### The metal 1 layer, run 1

Scale bar: 50 µm. Supply wires on this layer in grey.
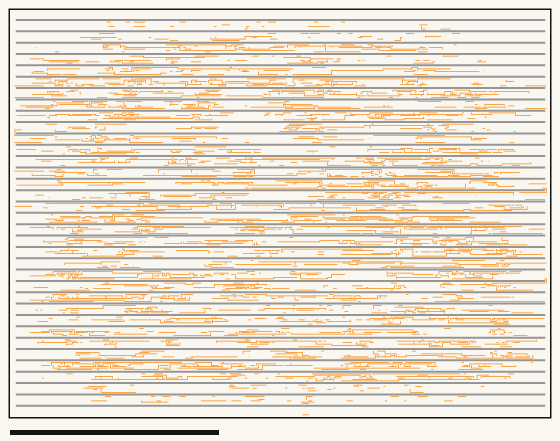
### Signal wires on met2, run 1

Scale bar: 50 µm.
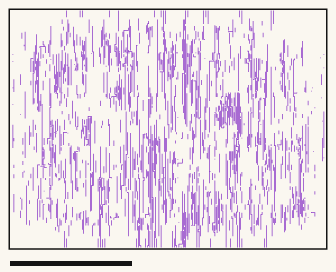
### Metal 3, run 1

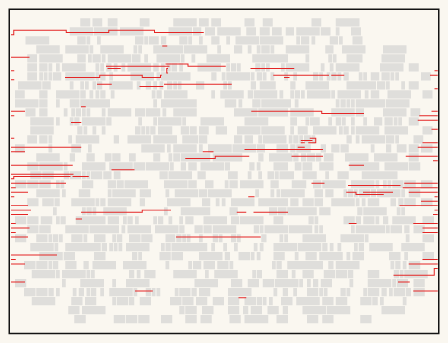
### Met4 routing, run 1

Scale bar: 50 µm. Supply wires on this layer in grey.
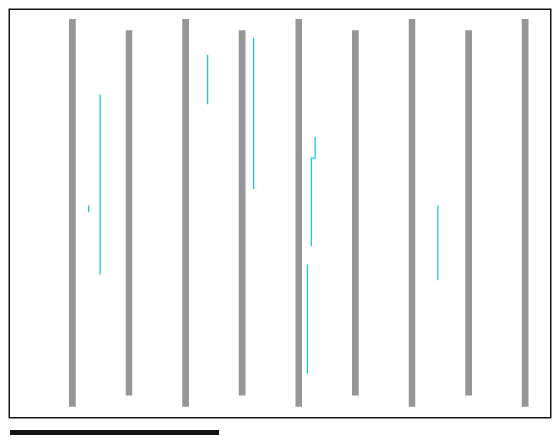
[src/rtl/cla_serial_add32.sv]
// Nibble-serial 32-bit adder built around one 4-bit carry-lookahead slice.
// The slice is reused over eight RUN cycles, least significant nibble first.
// The slice carry-out is registered as the carry-in for the next nibble.
//
// Ports:
//   clk      - clock; all state changes on the rising edge
//   reset_n  - synchronous active-low reset
//   start    - request an add (accepted when idle or in the done cycle)
//   a, b     - 32-bit operands, captured on the accepting edge
//   ci       - carry-in to nibble 0, captured on the accepting edge
//   busy     - high while an operation is running or completing
//   done     - one-cycle pulse; s/co/ovf are valid from this cycle on
//   s        - sum a + b + ci mod 2^32, held until the next completion
//   co       - carry out of bit 31
//   ovf      - signed overflow (carry into bit 31 ^ carry out of bit 31)
module cla_serial_add32 (
  input  logic        clk,
  input  logic        reset_n,
  input  logic        start,
  input  logic [31:0] a,
  input  logic [31:0] b,
  input  logic        ci,
  output logic        busy,
  output logic        done,
  output logic [31:0] s,
  output logic        co,
  output logic        ovf
);

  typedef enum logic [1:0] {
    IDLE = 2'd0,
    RUN  = 2'd1,
    DONE = 2'd2
  } state_t;

  state_t      state, state_next;
  logic        accept;
  logic [31:0] a_sr, b_sr, sum_sr;
  logic        carry;
  logic [2:0]  k;

  logic [3:0]  g, p, nib_sum;
  logic        c1, c2, c3, c4;

  // The done cycle also samples start so that back-to-back operations
  // complete every 9 cycles.
  always_comb begin
    state_next = state;
    accept     = 1'b0;
    case (state)
      IDLE: begin
        if (start) begin
          accept     = 1'b1;
          state_next = RUN;
        end
      end
      RUN: begin
        if (k == 3'd7) state_next = DONE;
      end
      DONE: begin
        if (start) begin
          accept     = 1'b1;
          state_next = RUN;
        end else begin
          state_next = IDLE;
        end
      end
      default: state_next = IDLE;
    endcase
  end

  // 4-bit carry-lookahead slice on the current low nibble of the operands.
  always_comb begin
    g  = a_sr[3:0] & b_sr[3:0];
    p  = a_sr[3:0] ^ b_sr[3:0];
    c1 = g[0] | (p[0] & carry);
    c2 = g[1] | (p[1] & g[0]) | (p[1] & p[0] & carry);
    c3 = g[2] | (p[2] & g[1]) | (p[2] & p[1] & g[0])
       | (p[2] & p[1] & p[0] & carry);
    c4 = g[3] | (p[3] & g[2]) | (p[3] & p[2] & g[1])
       | (p[3] & p[2] & p[1] & g[0]) | (&p & carry);
    nib_sum = p ^ {c3, c2, c1, carry};
  end

  always_ff @(posedge clk) begin
    if (!reset_n) begin
      state  <= IDLE;
      busy   <= 1'b0;
      done   <= 1'b0;
      a_sr   <= '0;
      b_sr   <= '0;
      sum_sr <= '0;
      carry  <= 1'b0;
      k      <= '0;
      s      <= '0;
      co     <= 1'b0;
      ovf    <= 1'b0;
    end else begin
      state <= state_next;
      busy  <= (state_next != IDLE);
      done  <= (state_next == DONE);
      if (accept) begin
        a_sr   <= a;
        b_sr   <= b;
        carry  <= ci;
        k      <= '0;
        sum_sr <= '0;
      end else if (state == RUN) begin
        a_sr   <= a_sr >> 4;
        b_sr   <= b_sr >> 4;
        carry  <= c4;
        k      <= k + 3'd1;
        sum_sr <= {nib_sum, sum_sr[31:4]};
        if (k == 3'd7) begin
          s   <= {nib_sum, sum_sr[31:4]};
          co  <= c4;
          ovf <= c3 ^ c4;
        end
      end
    end
  end

endmodule

[config.mk]
export PLATFORM = sky130hd
export DESIGN_NAME = cla_serial_add32
export DESIGN_NICKNAME = d
export VERILOG_FILES = /design/src/rtl/cla_serial_add32.sv
export SDC_FILE = /design/constraint.sdc
export NUM_CORES = 1
export LEC_CHECK = 0
export CORE_ASPECT_RATIO = 0.75
export CORE_UTILIZATION = 45
export CTS_CLUSTER_DIAMETER = 60
export CTS_CLUSTER_SIZE = 12
export DETAILED_ROUTE_END_ITERATION = 16
export PLACE_DENSITY_LB_ADDON = 0.05
export RECOVER_POWER = 100
export SLEW_MARGIN = 20
export SYNTH_ARGS = -nofsm -noshare
export SYNTH_HDL_FRONTEND = slang
export SYNTH_SLANG_ARGS = --single-unit
[constraint.sdc]
create_clock -name clk -period 1.7 [get_ports clk]
set_input_delay 0.425 -clock clk [delete_from_list [all_inputs] [get_ports clk]]
set_output_delay 0.425 -clock clk [all_outputs]
set_load 0.03 [all_outputs]
==> ci_impl_report.md, run 1 <==
## PnR job results

| Metric | Value |
|---|---|
| Achievable Freq | `605 MHz` |
| Slew @ Worst Pin | `0.381 ns` |
| Grt peak-use layer | `met2` |
| Worst Hold Path Cells | `2` |
| Net Count, Synth | `between 700 and 800` |
| Flop2flop setup slack | `~0.048 ns` |
| Die ar. | `roughly 13,000 µm²` |
| I/O Pins | `~100` |
| CTS tree | `done` |
| # diodes | `0` |
| Worst Setup Start Kind | `flop` |
| Critical-path top delay cell | `ha_1` |
| Mean post-synth cell area | `8.29 µm²` |
| IR drop worst, VDD | `786 µV` |
| Initial drt markers | `around 260` |
| Placed wire-length estimate | `9.05 mm` |
| Post-synth seq share | `0.489` |
| Required time of the critical path | `2.00 ns` |
| Critical Path AT | `around 2.0 ns` |
| Die Y | `between 90 and 100 µm` |
| Tightest Hold Check Type | `input port to flop` |
| Area post-placement | `around 6800 µm²` |
| Fill cells | `1,038` |
| Vias in the first global route | `roughly 4,600` |
| Area Growth Syn to Fin | `33.8%` |
| Clk buf depth | `2` |
| Power Total | `~8.4 mW` |
| Buf/Inv on CP | `0` |
| Leakage Power | `around 3.3 nW` |
| Largest net degree at the start of global routing | `approximately 50` |
| # Cells Yosys | `between 600 and 700` |
| Top cells excl fill/tap | `nand2_1, dfxtp_1, clkdlybuf4s50_1` |
| I/O Buffers | `103` |
| Clock root cell | `clkbuf_16` |
| HP Start | `reset_n` |
| Tool Warnings | `27` |
| Post-Synthesis Cell Area | `between 5000 and 6000 µm²` |
| Met2 WL | `~5.9 mm` |
| Uppermost layer routed | `met5` |
| Cells after Synth | `661` |
| First-pass GRT wire length | `22.2 mm` |
| Routed Antenna Nets | `0` |
| Distinct lib cells | `34` |
| Most frequent logic cell in the layout | `nand2_1` |
| Final Hold Violation Tally | `0` |
| Sink Count | `between 100 and 150` |
| Peak fanout along the critical path | `3` |
| Worst-path clk slew | `0.06 ns` |
| Seq cells post-synth | `about 130` |
| Vias per cell | `between 5 and 6` |
| Critical Path Max Stage Delay | `between 0.3 and 0.4 ns` |
| Average wire per standard cell | `about 15 µm` |
| Hold Path Sink | `state[0]$_SDFF_PN0_` |
| Max-slew headroom | `0.746` |
| Worst-case reg-to-reg path depth | `5` |
| Pre-Place Util | `0.467` |
| Setup TNS | `0 ns` |
| Status | `finished clean` |
| CP Cell Sequence | `ha_1 > a211o_1 > a211oi_2 > o41ai_1 > and2_1` |
| Max-cap viol count | `0` |
| Post-CTS Repair Setup Buffers | `0` |
| Metal-1 WL | `~6.6 mm` |
| Max-slew violations | `0` |
| Syn. warnings | `0` |
## Picture notes: 'The metal 1 layer'
main direction	horizontal
share of all routed wire	49%
longest straight run	36.8 µm
nets with wire on the layer	752
via count: 4,790
met1 Track Usage GR: 0.308
final wirelength: 13.5 mm

## Picture notes: 'Signal wires on met2'
longest straight run	35.4 µm
share of all routed wire	44%
nets with wire on the layer	681
M2 GR Usage: 0.342

## Picture notes: 'Metal 3'
nets with wire on the layer	78
longest straight run	25.3 µm
share of all routed wire	5.5%
Global Route met3 Usage: 0.0578

## Picture notes: 'Met4 routing'
wire length on this layer	162 µm
nets with wire on the layer	5

[run 1: timing repair]
item,in CTS,in global routing
setup endpoints to repair,36,4
pin swaps,0,0
hold buffers,0,0
endpoints found under the hold margin,0,0
resized,36,2
[run 1: state kept, by name (all words and copies together), names as in the netlist]
| register | flops |
|---|---|
| a_sr | 32 |
| b_sr | 32 |
| busy | 1 |
| carry | 1 |
| co | 1 |
| done | 1 |
| k | 3 |
| ovf | 1 |
| s | 32 |
| state | 2 |
| sum_sr | 28 |
[run 1: synth_stat cells (all sizes together)]
| library cell | n | area (µm²) |
|---|---|---|
| mux2i | 1 | 10.0 |
| buf | 28 | 153 |
| a211o | 1 | 8.76 |
| o21a | 1 | 7.51 |
| ha | 6 | 75.1 |
| fa | 1 | 20.0 |
| inv | 3 | 11.3 |
| clkbuf | 27 | 101 |
| o211a | 50 | 500 |
| o21bai | 1 | 7.51 |
| o21ai | 4 | 20.0 |
| and2 | 3 | 18.8 |
| a21oi | 37 | 185 |
| nand3b | 1 | 7.51 |
| a21boi | 36 | 270 |
| nor2b | 8 | 50.1 |
| a221oi | 1 | 8.76 |
| nand2 | 235 | 882 |
| o31ai | 1 | 7.51 |
| nand2b | 2 | 12.5 |
| dfxtp | 134 | 2680 |
| nor3 | 1 | 5.00 |
| a22oi | 10 | 75.1 |
| nor2 | 8 | 30.0 |
| xnor2 | 2 | 17.5 |
| o211ai | 2 | 15.0 |
| a211oi | 3 | 22.5 |
| o41ai | 2 | 17.5 |
| nand3 | 52 | 260 |
[run 1: stage by stage]
stage | worst slack (ns) | std cells
after floorplan | 0.198 | 661
after global placement | -0.0480 | 896
after detailed placement | -0.0924 | 896
after CTS | 0.0444 | 928
after global routing | -0.0337 | 928
final | 0.0484 | 928
[run 1: logic make-up after synthesis]
family / share of synthesized area
compound gates: 0.209
xor+xnor: 0.00320
fa+ha+maj: 0.0173
buf+inv: 0.0484
flops: 0.489
mux: 0.00183
simple gates: 0.231
[run 1: layout make-up]
cell class              instances  area share
flip-flops and latches        134       0.366
inverters                       3     0.00154
clock buffers                  20      0.0623
well taps                     162      0.0276
multi-input cells             469       0.348
repair buffers                128       0.164
clock inverters                12      0.0305
[run 1: where the power goes]
part / leakage (nW) / internal, mW / total, mW / switching [mW]
Combinational: 1.83 / 0.417 / 0.857 / 0.440
Clock: 0.330 / 2.83 / 4.20 / 1.37
Sequential: 1.09 / 3.29 / 3.37 / 0.0829
[run 1: worst max path at each step]
| stage | startpoint | endpoint | slack, ns | depth (start not counted) |
|---|---|---|---|---|
| after floorplan | a_sr[0]$_SDFFE_PN0P_ | s[31]$_SDFFE_PN0P_ | 0.20 | 5 |
| after global placement | start | carry$_SDFFE_PN0P_ | -0.05 | 5 |
| after detailed placement | start | carry$_SDFFE_PN0P_ | -0.09 | 5 |
| after CTS | a_sr[0]$_SDFFE_PN0P_ | s[31]$_SDFFE_PN0P_ | 0.04 | 5 |
| after global routing | a_sr[0]$_SDFFE_PN0P_ | ovf$_SDFFE_PN0P_ | -0.03 | 5 |
| final | a_sr[0]$_SDFFE_PN0P_ | s[31]$_SDFFE_PN0P_ | 0.05 | 5 |
==> run 1 -> run 2 <==
--- a/config.mk
+++ b/config.mk
@@ -6,10 +6,12 @@
 export NUM_CORES = 1
 export LEC_CHECK = 0
 export CORE_ASPECT_RATIO = 0.75
+export CORE_MARGIN = 1
 export CORE_UTILIZATION = 45
 export CTS_CLUSTER_DIAMETER = 60
 export CTS_CLUSTER_SIZE = 12
 export DETAILED_ROUTE_END_ITERATION = 16
+export GPL_TIMING_DRIVEN = 1
 export PLACE_DENSITY_LB_ADDON = 0.05
 export RECOVER_POWER = 100
 export SLEW_MARGIN = 20
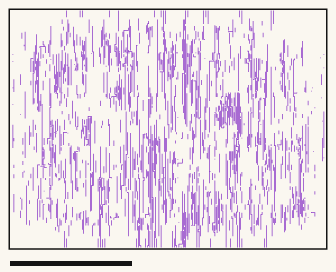
*Signal wires on met2, run 2*
Scale bar: 50 µm.
main direction	vertical
wire length on this layer	5,930 µm
longest straight run	35.4 µm
share of all routed wire	44%
nets with wire on the layer	681

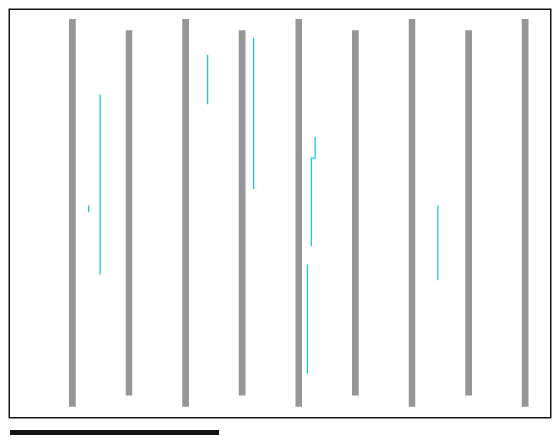
*Met4 routing, run 2*
Scale bar: 50 µm. Supply wires on this layer in grey.

==> ci_impl_report.md, run 2 <==
## PnR job results

| Metric | Value |
|---|---|
| Status | `finished clean` |
| Nets | `828` |
| Number of enable flip-flop cells | `0` |
| Largest net degree at the start of global routing | `around 50` |
| Post-CTS Repair Setup Buffers | `0` |
| Worst-case reg-to-reg path depth | `5` |
| Average wire per standard cell | `14.5 µm` |
| Cts hold-fix bufs | `0` |
| Tool Warnings | `27` |
| Flop2flop setup slack | `around 0.048 ns` |
| Cell type with the largest total area | `dfxtp_1` |
| First-pass GRT wire length | `roughly 22 mm` |
| Vias per cell | `5.16` |
| Yosys top cell by instances | `nand2_1` |
| Routed Antenna Nets | `0` |
| HP Start | `reset_n` |
| Clock root cell | `clkbuf_16` |
| Net Count, Synth | `736` |
| Setup TNS | `0 ns` |
| Critical Path AT | `around 2 ns` |
| I/O Pins | `roughly 100` |
| Pre-Place Util | `0.467` |
| IR drop worst, VDD | `approximately 790 µV` |
| CTS tree | `done` |
| Most frequent logic cell in the layout | `nand2_1` |
| Peak fanout along the critical path | `3` |
| Worst Setup Slack, final | `just under 0.05 ns` |
| Area post-placement | `6750 µm²` |
| Required time of the critical path | `~2 ns` |
| Clk buf depth | `2` |
| Vias in the first global route | `between 4,000 and 5,000` |
| Die Y | `about 100 µm` |
| Hold Path Sink | `state[0]$_SDFF_PN0_` |
| Post-synth seq share | `0.489` |
| Seq cells post-synth | `approximately 130` |
| Via count | `about 4,800` |
| Placed wire-length estimate | `9.05 mm` |
| Area Growth Syn to Fin | `33.8%` |
| Power Total | `8.43 mW` |
| Leakage Power | `~3.3 nW` |
| Slew @ Worst Pin | `around 0.38 ns` |
| Initial drt markers | `261` |
| Top cell type's share of synthesized area | `0.489` |
| Syn. warnings | `0` |
| Sink Count | `approximately 130` |
| Pre-CTS WS | `-0.0924 ns` |
| Distinct lib cells | `34` |
| Fin cells | `slightly above 900` |
| Worst Setup Start Kind | `flop` |
| Die ar. | `around 13,000 µm²` |
| Max-cap viol count | `0` |
| Worst-path clk slew | `0.06 ns` |
| Tightest Hold Check Type | `input port to flop` |
| Largest regs | `a_sr x32, b_sr x32, s x32` |
| Max-slew headroom | `0.746` |
| Max-slew violations | `0` |
| Post-synthesis async set-or-reset flop share | `0` |
| Achievable Freq | `around 610 MHz` |
| Worst Hold Path Cells | `2` |
| Synth top cells by count | `nand2_1, dfxtp_1, nand3_1` |
| # Cells Yosys | `about 660` |
| # diodes | `0` |
| Top cells, area | `dfxtp_1, nand2_1, o211a_1` |
| Synth Flop Type | `dfxtp_1` |
-- run 2: cell counts after synthesis --
Identical to the previous run, type by type.
-- run 2: kinds of logic (layout without fill, tap and decap cells) --
| kind of cell | count (synthesis) | count (layout) | synth area share |
|---|---|---|---|
| multiplexers | 1 | 1 | 0.00183 |
| AND/OR/NAND/NOR | 310 | 310 | 0.231 |
| flip-flops | 134 | 134 | 0.489 |
| buffers and inverters | 58 | 163 | 0.0484 |
| XOR/XNOR | 2 | 2 | 0.00320 |
| adder cells (fa/ha/maj) | 7 | 7 | 0.0173 |
| AND-OR/OR-AND | 149 | 149 | 0.209 |
-- run 2: repair_timing --
item / in CTS / in global routing
cloned: 0 / 0
setup endpoints to repair: 36 / 4
resized: 36 / 2
-- run 2: routing by layer --
metal	vias to the layer above	GRT usage	wire, µm
li1	2424	-	-
met1	2216	0.308	6610
met2	131	0.342	5930
met3	17	0.0578	745
met4	2	0.0760	162
met5	-	0	11
-- run 2: report_power, final --
part           leakage [nW]  internal (mW)  switching [mW]  total [mW]
Combinational          1.83          0.417           0.440       0.857
Clock                 0.330           2.83            1.37        4.20
Sequential             1.09           3.29          0.0829        3.37
Total                  3.25           6.53            1.90        8.43
-- run 2: cell type report --
class                   count  area (µm²)  area share
flip-flops and latches    134        2680       0.366
clock inverters            12         224      0.0305
clock buffers              20         457      0.0623
repair buffers            128        1200       0.164
inverters                   3        11.3     0.00154
well taps                 162         203      0.0276
multi-input cells         469        2550       0.348
-- run 2: how the worst max path moves through the flow --
stage	end
after floorplan	s[31]$_SDFFE_PN0P_
after global placement	carry$_SDFFE_PN0P_
after detailed placement	carry$_SDFFE_PN0P_
after CTS	s[31]$_SDFFE_PN0P_
after global routing	ovf$_SDFFE_PN0P_
final	s[31]$_SDFFE_PN0P_
-- run 2: critical path, cell delays in order, from the launching register on --
cell and delay, ns:
dfxtp_1 0.34, ha_1 0.36, a211o_1 0.34, a211oi_2 0.24, o41ai_1 0.10, and2_1 0.17
==> run 2 -> run 3 <==
--- a/config.mk
+++ b/config.mk
@@ -11,6 +11,7 @@
 export CTS_CLUSTER_DIAMETER = 60
 export CTS_CLUSTER_SIZE = 12
 export DETAILED_ROUTE_END_ITERATION = 16
+export DONT_BUFFER_PORTS = 1
 export GPL_TIMING_DRIVEN = 1
 export PLACE_DENSITY_LB_ADDON = 0.05
 export RECOVER_POWER = 100
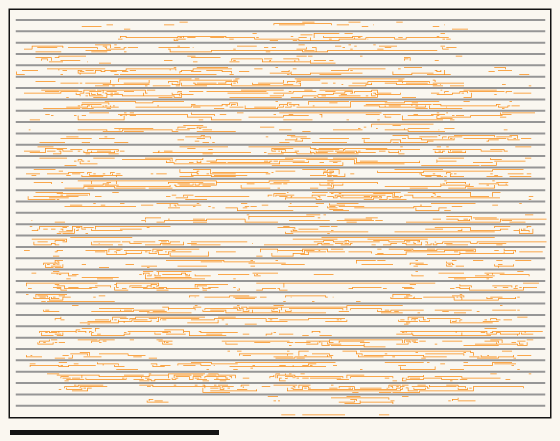
*The metal 1 layer, run 3*
Scale bar: 50 µm. Supply wires on this layer in grey.
main direction	horizontal
share of all routed wire	49%
nets with wire on the layer	649
longest straight run	42.8 µm
wire length on this layer	6,210 µm
via count: 4,320
final wirelength: 12.7 mm

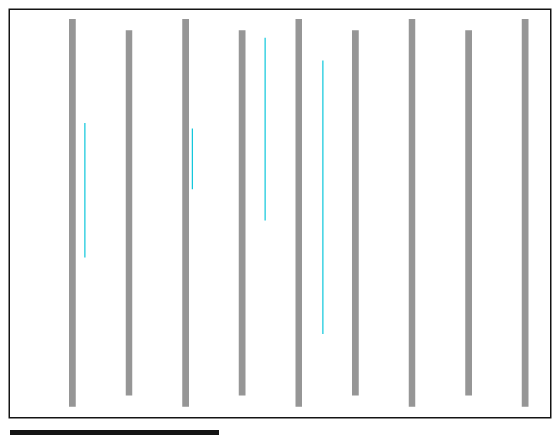
*Met4 routing, run 3*
Scale bar: 50 µm. Supply wires on this layer in grey.
wire length on this layer	155 µm
longest straight run	65.3 µm
share of all routed wire	1.2%
nets with wire on the layer	3
main direction	vertical

==> ci_impl_report.md, run 3 <==
## PnR job results

| Metric | Value |
|---|---|
| Status | `finished clean` |
| Area Growth Syn to Fin | `12.3%` |
| Average wire per standard cell | `15.6 µm` |
| Distinct lib cells | `34` |
| Worst-case reg-to-reg path depth | `5` |
| Critical Path AT | `1.88 ns` |
| Clock root cell | `clkbuf_16` |
| Die Y | `~98 µm` |
| Vias in the first global route | `4,119` |
| Pre-Place Util | `0.467` |
| Area post-placement | `~5600 µm²` |
| Most frequent logic cell in the layout | `nand2_1` |
| Largest regs | `a_sr x32, b_sr x32, s x32` |
| Cells after Synth | `~660` |
| Number of enable flip-flop cells | `0` |
| Power Total | `approximately 7.5 mW` |
| Clk buf depth | `2` |
| Routed Antenna Nets | `0` |
| Cell type with the largest total area | `dfxtp_1` |
| Max-cap viol count | `0` |
| Peak fanout along the critical path | `3` |
| Worst-path clk slew | `around 0.06 ns` |
| Net Count, Synth | `around 740` |
| Required time of the critical path | `~2.0 ns` |
| Synth top cells by count | `nand2_1, dfxtp_1, nand3_1` |
| Post-Synthesis Cell Area | `5480 µm²` |
| Critical Path Max Stage Delay | `0.33 ns` |
| Vias per cell | `5.30` |
| Sink Count | `around 130` |
| I/O Pins | `roughly 100` |
| Worst Hold Path Cells | `1` |
| Worst Setup Slack, final | `around 0.12 ns` |
| Top cells, area | `dfxtp_1, nand2_1, o211a_1` |
| First-pass GRT wire length | `around 21 mm` |
| Top cell type's share of synthesized area | `0.489` |
| Largest net degree at the start of global routing | `104` |
| Hold Path Sink | `a_sr[24]$_SDFFE_PN0P_` |
| Setup TNS | `0 ns` |
| Yosys top cell by instances | `nand2_1` |
| Critical-path top delay cell | `dfxtp_1` |
| CP Cell Sequence | `ha_1 > a211o_1 > a211oi_2 > o41ai_1 > and2_1` |
| Seq cells post-synth | `~130` |
| IR drop worst, VDD | `around 840 µV` |
| Leakage Power | `~2.6 nW` |
| # diodes | `0` |
| HP Start | `reset_n` |
| Final Hold Violation Tally | `0` |
| Placed wire-length estimate | `approximately 8.2 mm` |
| Max-slew violations | `0` |
| # Cells Yosys | `about 660` |
| Pre-CTS WS | `0.0876 ns` |
| Fill cells | `1,140` |
| Buf/Inv on CP | `0` |
| Top cells excl fill/tap | `nand2_1, dfxtp_1, nand3_1` |
| I/O Buffers | `0` |
| Tightest Hold Check Type | `input port to flop` |
| Post-synthesis async set-or-reset flop share | `0` |
| Post-synth seq share | `0.489` |
| Nets | `~720` |
| CTS tree | `done` |
| Achievable Freq | `632 MHz` |
-- run 3: cell counts after synthesis --
No cell type changed its count.
-- run 3: worst max-delay path by stage --
stage	slack, ns	from	cells past startpoint	end
after floorplan	0.20	a_sr[0]$_SDFFE_PN0P_	5	s[31]$_SDFFE_PN0P_
after global placement	0.14	a_sr[0]$_SDFFE_PN0P_	5	s[31]$_SDFFE_PN0P_
after detailed placement	0.09	k[0]$_SDFFE_PP0N_	6	s[0]$_SDFFE_PN0P_
after CTS	0.04	k[0]$_SDFFE_PP0N_	6	s[0]$_SDFFE_PN0P_
after global routing	0.002	k[0]$_SDFFE_PP0N_	6	s[15]$_SDFFE_PN0P_
final	0.12	a_sr[0]$_SDFFE_PN0P_	5	s[31]$_SDFFE_PN0P_
-- run 3: cell families (layout without fill, tap and decap cells) --
family / Yosys count / after routing / synth area share
compound gates: 149 / 149 / 0.209
xor+xnor: 2 / 2 / 0.00320
fa+ha+maj: 7 / 7 / 0.0173
buf+inv: 58 / 50 / 0.0484
flops: 134 / 134 / 0.489
mux: 1 / 1 / 0.00183
simple gates: 310 / 310 / 0.231
-- run 3: metal layers --
layer | GRT usage | part of all wire | up-vias
met1 | 0.296 | 0.49 | 1998
li1 | - | - | 2192
met4 | 0.0805 | 0.012 | 0
met5 | 0 | 0 | -
met2 | 0.297 | 0.41 | 117
met3 | 0.0793 | 0.087 | 13
-- run 3: cell type report --
class | instances | area (µm²) | share of cell area
tap | 162 | 203 | 0.0329
timing repair buffer | 15 | 138 | 0.0223
clock buffer | 23 | 468 | 0.0760
inverter | 3 | 11.3 | 0.00183
sequential | 134 | 2680 | 0.436
clock inverter | 9 | 101 | 0.0165
multi-input combinational | 469 | 2550 | 0.415
-- run 3: report_power, final --
part	switching, mW	internal [mW]
combinational	0.364	0.256
clock	1.33	2.23
sequential	0.0816	3.29
-- run 3: what timing repair did --
action	4_1_cts	5_1_grt
hold buffers	0	0
endpoints found under the hold margin	0	0
gates resized	0	4
setup endpoints to repair	0	21
buffers inserted	0	1
-- run 3: stage by stage --
stage | std cells | utilization
floorplan | 661 | -
global placement | 782 | 0.476
detailed placement | 782 | 0.476
CTS | 814 | 0.525
global route | 815 | 0.525
finish | 815 | 0.525

## Gallery

Routing congestion.
(a)
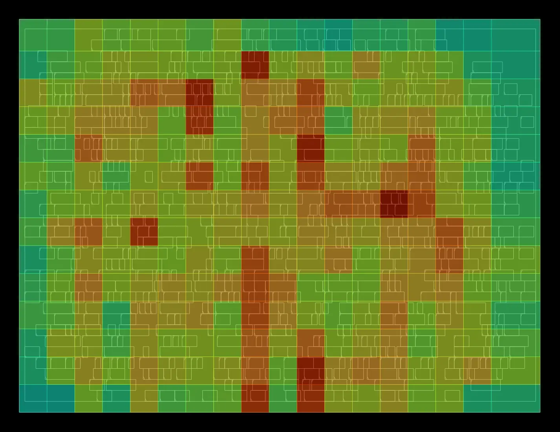
(b)
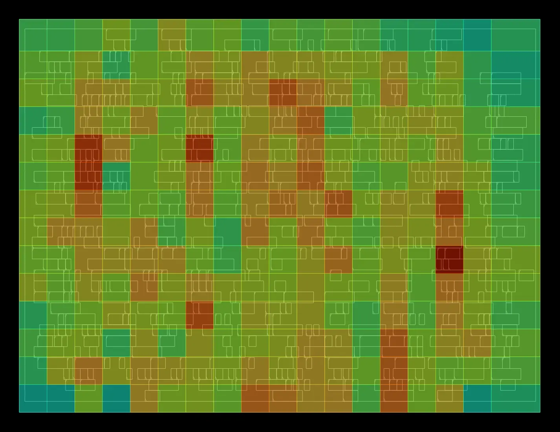
- (a) = run 2
- (b) = run 3

Power is estimated from default activity; no workload was simulated.
